<file path="config.mk">
export PLATFORM = sky130hd
export DESIGN_NAME = lcd_char_writer
export DESIGN_NICKNAME = d
export VERILOG_FILES = /design/src/rtl/lcd_pkg.sv /design/src/rtl/lcd_nibble_tx.sv /design/src/rtl/lcd_char_writer.sv
export SDC_FILE = /design/constraint.sdc
export NUM_CORES = 1
export LEC_CHECK = 0
export ABC_AREA = 1
export ABC_CLOCK_PERIOD_IN_PS = 2100
export CAP_MARGIN = 20
export CORE_ASPECT_RATIO = 1.5
export CORE_MARGIN = 3
export CORE_UTILIZATION = 30
export CTS_CLUSTER_DIAMETER = 200
export DETAILED_ROUTE_END_ITERATION = 6
export GPL_ROUTABILITY_DRIVEN = 0
export PLACE_DENSITY_LB_ADDON = 0.25
export SYNTH_ARGS = -nofsm -noshare
export SYNTH_HDL_FRONTEND = slang
export SYNTH_SLANG_ARGS = --single-unit
</file>
<file path="constraint.sdc">
create_clock -name clk -period 2.1 [get_ports clk]
set_input_delay 0.21 -clock clk [delete_from_list [all_inputs] [get_ports clk]]
set_output_delay 0.21 -clock clk [all_outputs]
set_load 0.005 [all_outputs]
</file>
<file path="src/rtl/lcd_pkg.sv">
// lcd_pkg: timing defaults, HD44780 command bytes, FSM encodings and small helpers
// shared by lcd_char_writer and lcd_nibble_tx.
package lcd_pkg;

  // Timer sizing
  localparam int unsigned TMR_W   = 20;
  localparam int unsigned TMR_MAX = (1 << TMR_W) - 1;

  // Default bus timing in clk cycles at 50 MHz
  localparam int unsigned T_POWERUP_DEF = 750000;
  localparam int unsigned T_INIT1_DEF   = 205000;
  localparam int unsigned T_INIT2_DEF   = 5000;
  localparam int unsigned T_SETUP_DEF   = 2;
  localparam int unsigned T_E_HIGH_DEF  = 12;
  localparam int unsigned T_NIB_GAP_DEF = 50;
  localparam int unsigned T_CMD_DEF     = 2000;
  localparam int unsigned T_CLEAR_DEF   = 82000;

  // Controller command bytes
  localparam logic [7:0] LCD_FUNC_SET  = 8'h28;
  localparam logic [7:0] LCD_ENTRY     = 8'h06;
  localparam logic [7:0] LCD_DISP_ON   = 8'h0C;
  localparam logic [7:0] LCD_CLEAR     = 8'h01;
  localparam logic [7:0] LCD_SET_DDRAM = 8'h80;

  // Sequencer states
  typedef enum logic [3:0] {
    ST_PWR_WAIT,
    ST_INIT_START,
    ST_INIT_DONE,
    ST_INIT_WAIT,
    ST_HI_START,
    ST_HI_DONE,
    ST_GAP,
    ST_LO_START,
    ST_LO_DONE,
    ST_BYTE_WAIT,
    ST_IDLE
  } lcd_state_e;

  // Which byte the byte engine is currently sending
  typedef enum logic [1:0] {
    PH_CFG,
    PH_ADDR,
    PH_DATA
  } lcd_phase_e;

  // Nibble strobe generator states
  typedef enum logic [1:0] {
    TX_IDLE,
    TX_SETUP,
    TX_HIGH,
    TX_HOLD
  } tx_state_e;

  // Latched client write
  typedef struct packed {
    logic [4:0] loc;
    logic [7:0] data;
  } lcd_wr_t;

  // Configuration byte sequence after the nibble-mode handshake
  function automatic logic [7:0] cfg_byte(input logic [1:0] idx);
    case (idx)
      2'd0:    cfg_byte = LCD_FUNC_SET;
      2'd1:    cfg_byte = LCD_ENTRY;
      2'd2:    cfg_byte = LCD_DISP_ON;
      default: cfg_byte = LCD_CLEAR;
    endcase
  endfunction

  // Init handshake nibbles: 3, 3, 3 then 2 to enter 4-bit mode
  function automatic logic [3:0] init_nibble(input logic [1:0] idx);
    init_nibble = (idx == 2'd3) ? 4'h2 : 4'h3;
  endfunction

  // DDRAM address command: row 1 starts at 0x40
  function automatic logic [7:0] ddram_cmd(input logic [4:0] loc);
    ddram_cmd = LCD_SET_DDRAM | {1'b0, loc[4], 2'b00, loc[3:0]};
  endfunction

endpackage

</file>
<file path="src/rtl/lcd_nibble_tx.sv">
// lcd_nibble_tx: puts one nibble on the LCD bus with setup, E-high and hold phases,
// then pulses done_o. SF_D/RS keep their value until the next start.
module lcd_nibble_tx
  import lcd_pkg::*;
#(
  parameter int unsigned T_SETUP  = T_SETUP_DEF,
  parameter int unsigned T_E_HIGH = T_E_HIGH_DEF
) (
  input  logic       clk,
  input  logic       rst_n,
  input  logic       start_i,
  input  logic       rs_i,
  input  logic [3:0] nibble_i,
  output logic [3:0] sf_d_o,
  output logic       lcd_rs_o,
  output logic       lcd_e_o,
  output logic       done_o
);

  localparam int unsigned CNT_MAX = (T_SETUP > T_E_HIGH) ? T_SETUP : T_E_HIGH;
  localparam int unsigned CNT_W   = $clog2(CNT_MAX + 1);

  tx_state_e          state_q, state_d;
  logic [CNT_W-1:0]   cnt_q, cnt_d;
  logic [3:0]         nib_q, nib_d;
  logic               rs_q, rs_d;
  logic               e_q, e_d;
  logic               done_q, done_d;

  // Strobe state and bus registers
  always_ff @(posedge clk or negedge rst_n) begin
    if (!rst_n) begin
      state_q <= TX_IDLE;
      cnt_q   <= '0;
      nib_q   <= 4'h0;
      rs_q    <= 1'b0;
      e_q     <= 1'b0;
      done_q  <= 1'b0;
    end else begin
      state_q <= state_d;
      cnt_q   <= cnt_d;
      nib_q   <= nib_d;
      rs_q    <= rs_d;
      e_q     <= e_d;
      done_q  <= done_d;
    end
  end

  // Phase sequencing: setup (E low) -> E high -> one hold cycle -> done
  always_comb begin
    state_d = state_q;
    cnt_d   = (cnt_q != '0) ? cnt_q - CNT_W'(1) : '0;
    nib_d   = nib_q;
    rs_d    = rs_q;
    done_d  = 1'b0;
    unique case (state_q)
      TX_IDLE: begin
        if (start_i) begin
          nib_d   = nibble_i;
          rs_d    = rs_i;
          cnt_d   = CNT_W'(T_SETUP - 1);
          state_d = TX_SETUP;
        end
      end
      TX_SETUP: begin
        if (cnt_q == '0) begin
          cnt_d   = CNT_W'(T_E_HIGH - 1);
          state_d = TX_HIGH;
        end
      end
      TX_HIGH: begin
        if (cnt_q == '0) state_d = TX_HOLD;
      end
      TX_HOLD: begin
        done_d  = 1'b1;
        state_d = TX_IDLE;
      end
      default: state_d = TX_IDLE;
    endcase
    e_d = (state_d == TX_HIGH);
  end

  assign sf_d_o   = nib_q;
  assign lcd_rs_o = rs_q;
  assign lcd_e_o  = e_q;
  assign done_o   = done_q;

endmodule

</file>
<file path="src/rtl/lcd_char_writer.sv">
// lcd_char_writer: character-write slave driving a 2x16 HD44780 LCD over its 4-bit bus.
// Runs power-up init, then turns each accepted (location, data) write into a DDRAM
// address command followed by a data byte.
// Optional build macro LCD_ADDR_SKIP_EN: track the LCD's auto-incremented address and
// skip the address command when the next write lands on it.
module lcd_char_writer
  import lcd_pkg::*;
#(
  parameter int unsigned T_POWERUP = T_POWERUP_DEF,
  parameter int unsigned T_INIT1   = T_INIT1_DEF,
  parameter int unsigned T_INIT2   = T_INIT2_DEF,
  parameter int unsigned T_SETUP   = T_SETUP_DEF,
  parameter int unsigned T_E_HIGH  = T_E_HIGH_DEF,
  parameter int unsigned T_NIB_GAP = T_NIB_GAP_DEF,
  parameter int unsigned T_CMD     = T_CMD_DEF,
  parameter int unsigned T_CLEAR   = T_CLEAR_DEF
) (
  input  logic       clk,
  input  logic       rst_n,
  input  logic       writeEnable,
  input  logic [4:0] location,
  input  logic [7:0] data,
  output logic       busy,
  output logic       initDone,
  output logic [3:0] SF_D,
  output logic       LCD_E,
  output logic       LCD_RS,
  output logic       LCD_RW
);

  // One nibble slot: start cycle + setup + E high + hold + done handshake
  localparam int unsigned NIB_CYCLES   = T_SETUP + T_E_HIGH + 3;
  localparam int unsigned BYTE_CYCLES  = 2 * NIB_CYCLES + T_NIB_GAP + T_CMD;
  // Accept edge to busy-low edge for a write that sends its address command
  localparam int unsigned WRITE_CYCLES = 2 * BYTE_CYCLES;

  // Every wait, and the write latency, must fit the down-counter
  if (T_POWERUP > TMR_MAX || T_INIT1 > TMR_MAX || T_INIT2 > TMR_MAX ||
      T_CLEAR > TMR_MAX || WRITE_CYCLES > TMR_MAX) begin : g_timer_range
    $error("lcd_char_writer: timing parameter exceeds timer range");
  end

  lcd_state_e        state_q, state_d;
  lcd_phase_e        phase_q, phase_d;
  logic [1:0]        idx_q, idx_d;
  logic [TMR_W-1:0]  timer_q, timer_d;
  lcd_wr_t           wr_q, wr_d;
  logic              busy_q, busy_d;
  logic              init_done_q, init_done_d;

  logic [7:0]        cur_byte_c;
  logic              tmr_exp_c;
  logic              tx_start_c;
  logic              tx_rs_c;
  logic [3:0]        tx_nib_c;
  logic              tx_done;

`ifdef LCD_ADDR_SKIP_EN
  logic [4:0]        trk_loc_q, trk_loc_d;
  logic              trk_vld_q, trk_vld_d;
`endif

  // Sequencer state, timer, latched write and status flags
  always_ff @(posedge clk or negedge rst_n) begin
    if (!rst_n) begin
      state_q     <= ST_PWR_WAIT;
      phase_q     <= PH_CFG;
      idx_q       <= 2'd0;
      timer_q     <= '0;
      wr_q        <= '0;
      busy_q      <= 1'b1;
      init_done_q <= 1'b0;
`ifdef LCD_ADDR_SKIP_EN
      trk_loc_q   <= 5'd0;
      trk_vld_q   <= 1'b0;
`endif
    end else begin
      state_q     <= state_d;
      phase_q     <= phase_d;
      idx_q       <= idx_d;
      timer_q     <= timer_d;
      wr_q        <= wr_d;
      busy_q      <= busy_d;
      init_done_q <= init_done_d;
`ifdef LCD_ADDR_SKIP_EN
      trk_loc_q   <= trk_loc_d;
      trk_vld_q   <= trk_vld_d;
`endif
    end
  end

  // Byte currently being sent by the byte engine
  always_comb begin
    cur_byte_c = wr_q.data;
    case (phase_q)
      PH_CFG:  cur_byte_c = cfg_byte(idx_q);
      PH_ADDR: cur_byte_c = ddram_cmd(wr_q.loc);
      default: cur_byte_c = wr_q.data;
    endcase
  end

  assign tmr_exp_c = (timer_q <= TMR_W'(1));

  // Next-state: power-up wait, init nibbles, config bytes, then client writes
  always_comb begin
    state_d     = state_q;
    phase_d     = phase_q;
    idx_d       = idx_q;
    timer_d     = (timer_q != '0) ? timer_q - TMR_W'(1) : '0;
    wr_d        = wr_q;
    tx_start_c  = 1'b0;
    tx_rs_c     = (phase_q == PH_DATA);
    tx_nib_c    = cur_byte_c[7:4];
`ifdef LCD_ADDR_SKIP_EN
    trk_loc_d   = trk_loc_q;
    trk_vld_d   = trk_vld_q;
`endif
    unique case (state_q)
      ST_PWR_WAIT: begin
        // Timer is cleared by reset; the first cycle arms the power-up wait
        if (timer_q == '0) begin
          timer_d = TMR_W'(T_POWERUP);
        end else if (timer_q == TMR_W'(1)) begin
          idx_d   = 2'd0;
          state_d = ST_INIT_START;
        end
      end
      ST_INIT_START: begin
        tx_start_c = 1'b1;
        tx_rs_c    = 1'b0;
        tx_nib_c   = init_nibble(idx_q);
        state_d    = ST_INIT_DONE;
      end
      ST_INIT_DONE: begin
        if (tx_done) begin
          case (idx_q)
            2'd0:    timer_d = TMR_W'(T_INIT1);
            2'd1:    timer_d = TMR_W'(T_INIT2);
            default: timer_d = TMR_W'(T_CMD);
          endcase
          state_d = ST_INIT_WAIT;
        end
      end
      ST_INIT_WAIT: begin
        if (tmr_exp_c) begin
          if (idx_q == 2'd3) begin
            phase_d = PH_CFG;
            idx_d   = 2'd0;
            state_d = ST_HI_START;
          end else begin
            idx_d   = idx_q + 2'd1;
            state_d = ST_INIT_START;
          end
        end
      end
      ST_HI_START: begin
        tx_start_c = 1'b1;
        state_d    = ST_HI_DONE;
      end
      ST_HI_DONE: begin
        if (tx_done) begin
          timer_d = TMR_W'(T_NIB_GAP);
          state_d = ST_GAP;
        end
      end
      ST_GAP: begin
        if (tmr_exp_c) state_d = ST_LO_START;
      end
      ST_LO_START: begin
        tx_start_c = 1'b1;
        tx_nib_c   = cur_byte_c[3:0];
        state_d    = ST_LO_DONE;
      end
      ST_LO_DONE: begin
        if (tx_done) begin
          timer_d = (phase_q == PH_CFG && idx_q == 2'd3) ? TMR_W'(T_CLEAR) : TMR_W'(T_CMD);
          state_d = ST_BYTE_WAIT;
        end
      end
      ST_BYTE_WAIT: begin
        if (tmr_exp_c) begin
          case (phase_q)
            PH_CFG: begin
              if (idx_q == 2'd3) begin
                state_d = ST_IDLE;
              end else begin
                idx_d   = idx_q + 2'd1;
                state_d = ST_HI_START;
              end
            end
            PH_ADDR: begin
              phase_d = PH_DATA;
              state_d = ST_HI_START;
            end
            default: state_d = ST_IDLE;
          endcase
        end
      end
      ST_IDLE: begin
        if (writeEnable) begin
          wr_d    = '{loc: location, data: data};
          phase_d = PH_ADDR;
          state_d = ST_HI_START;
`ifdef LCD_ADDR_SKIP_EN
          // LCD address auto-increments after the data byte; col 15 leaves the row
          if (trk_vld_q && trk_loc_q == location) phase_d = PH_DATA;
          trk_loc_d = location + 5'd1;
          trk_vld_d = (location[3:0] != 4'hF);
`endif
        end
      end
      default: state_d = ST_PWR_WAIT;
    endcase
    busy_d      = (state_d != ST_IDLE);
    init_done_d = init_done_q | (state_d == ST_IDLE);
  end

  // Nibble strobe generator owning SF_D / LCD_RS / LCD_E
  lcd_nibble_tx #(
    .T_SETUP  (T_SETUP),
    .T_E_HIGH (T_E_HIGH)
  ) u_nibble_tx (
    .clk      (clk),
    .rst_n    (rst_n),
    .start_i  (tx_start_c),
    .rs_i     (tx_rs_c),
    .nibble_i (tx_nib_c),
    .sf_d_o   (SF_D),
    .lcd_rs_o (LCD_RS),
    .lcd_e_o  (LCD_E),
    .done_o   (tx_done)
  );

  assign busy     = busy_q;
  assign initDone = init_done_q;
  assign LCD_RW   = 1'b0;

endmodule

</file>
==> impl_metrics.toml <==
# yosys + openroad results
[grt]
grt_pass1_vias = 3233
grtUsageMet3_pct = 2.203
grt_util_met1_pct = 17.10
wire_length_of_the_first_global_routing_pass_mm = 15.42
global_route.usage.met2_pct = 26.36
grt_antenna_before_repair = 0
grt_busiest_layer = "met2"

[run_status]
run_status = "completed"

[finish]
area_share_clock_buf_inv_pct = 3.597
area.sequential_mm2 = 0.001403
final_area_mm2 = 0.004174
layout_top_registers = "timer_q (20), wr_q (13)"
lay_top_cells = "sky130_fd_sc_hd__nand2_1, sky130_fd_sc_hd__nor2_1, sky130_fd_sc_hd__dfrtp_1"
seqAreaFraction_pct = 33.60
final_layout_non_clock_buffer_area_share_pct = 7.014
fin_nets = 538
finalNonFillerCells = 662
nonclk_buf_count = 30
area.share.combinational_pct = 45.98
flow.area_growth_from_synthesis_pct = 15.79
num-nonclk-inverters = 59
largest_register = "timer_q"
layout.cells.most_common = "sky130_fd_sc_hd__nand2_1"
insertedDiodeCount = 0
multi_input_comb_area_mm2 = 0.001919
layout-drive-gt1-share_pct = 13.28

[power_and_ir_drop]
clk-power_mw = 0.861
power.group.top = "registers"
share_clk_of_total_power_pct = 43.2
power_frac_seq_pct = 54.1
report.power.total_mw = 1.993
powerSeq_mw = 1.08
power.ir.vdd_worst_mv = 0.2560
comb_cell_power_mw = 0.0542
combPwrFrac_pct = 2.7
power.static_leakage_nw = 2.031
cellPowerDensity_mw_per_mm2 = 477.5

[setup_path]
cp_data_required_time_ps = 2270
setup.reg_to_reg.worst_slack_ps = 230
critical_path.reg2reg.startpoint = "timer_q[0]$_DFF_PN0_"
timing.critical_path.arrival_ps = 2050
critPathCapture = "state_q[1]$_DFF_PN0_"
critical_path_class = "reg2reg"
cp_top_family = "simple AND/OR/NAND/NOR gates"
top_cell_by_count_worst_path = "sky130_fd_sc_hd__nand2_1"
cells_on_worst_reg2reg_path = 9

[floorplan]
fp_util_pct = 30.94
chipArea_mm2 = 0.01339
die_height_um = 140.3

[route]
drt_first_iter_violations = 141
remaining_drc_errors = 0
avgRoutedWirePerCell_um = 13.74
routed-wl-met2_mm = 4.773
drt_pass1_iterations = 5
route.top_layer_used = "met4"
ant_nets = 0
detailed_route_wirelength_on_metal3_um = 292

[clock_network]
tritoncts = "yes"
clock_insertion_delay_worst_skew_ps = 300
cts_made_buffers = 5
cts-hold-fix-buffers = 1
clk_pin_slew_ps = 70
clock_tree_root = "sky130_fd_sc_hd__clkbuf_16"

[timing]
clock_skew_ps = 4.423
timing.hold.ws_ps = 433.0
grt_setup_unrepaired = "false"
fin_crit_ps = 1875
report.final.setup_viol = 0
fmax_mhz = 533.4
final.setup.worst_slack_ps = 225.3
final_max_slew_viol_count = 0
share_of_the_clock_period_used_by_the_worst_path_after_layout_pct = 89.27

[synthesis]
yosys.stat.chipArea_mm2 = 0.003605
ys_cells = 482
synth_compound_gate_area_share_pct = 10.90
synthSimpleGateAreaFrac_pct = 33.08
synthDominantCellAreaShare_pct = 38.18
ys_seq_share_pct = 38.91
enable_flop_cells = 0
synth.net_count = 509
synth-warning-count = 0
synthAdderAreaFrac_pct = 3.818
synth.ff_latch_count = 56
dominant_cell_by_count_in_the_synthesized_netlist = "sky130_fd_sc_hd__nand2_1"
post_synthesis_instance_area_mm2 = 0.003605
post_synth_main_area_contributors = "sky130_fd_sc_hd__dfrtp_1, sky130_fd_sc_hd__nand2_1, sky130_fd_sc_hd__nor2_1, sky130_fd_sc_hd__inv_1, sky130_fd_sc_hd__ha_1"
synth-async-reset-ratio_pct = 100.0

[worst_hold_path]
hold_path.class = "in2async"

[flow_run]
log.warning_count = 34

[placed_design]
io_buffer_count = 23
**Signal wires on met1**

Supply wires on this layer in grey.
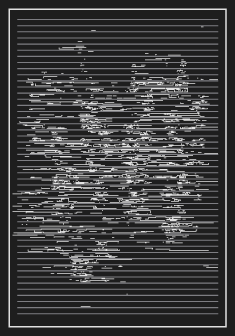
main direction	horizontal
share of all routed wire	41%
total via count in the routed design: 3143
Routed WL: 9.096 mm

**Met2 routing**

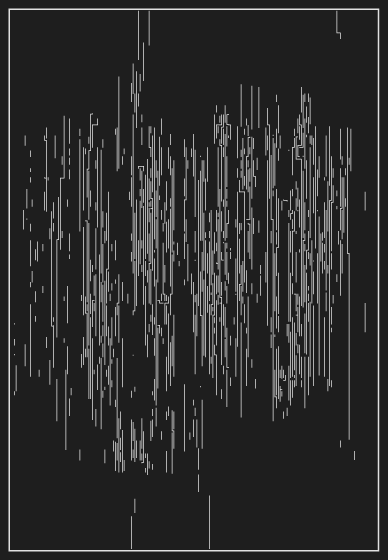
nets with wire on the layer	437
main direction	vertical

**Met3 routing**

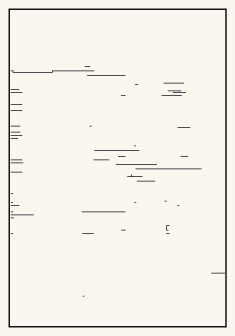
share of all routed wire	3.2%
wire length on this layer	292 um
longest straight run	29.0 um
nets with wire on the layer	36

**Met4 routing**

Scale bar: 20 um. Supply wires on this layer in grey. Cells faint in the background.
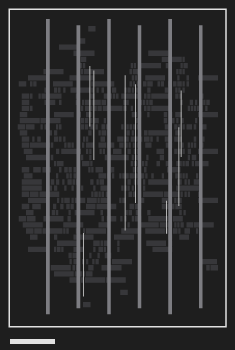
share of all routed wire	3.2%
main direction	vertical

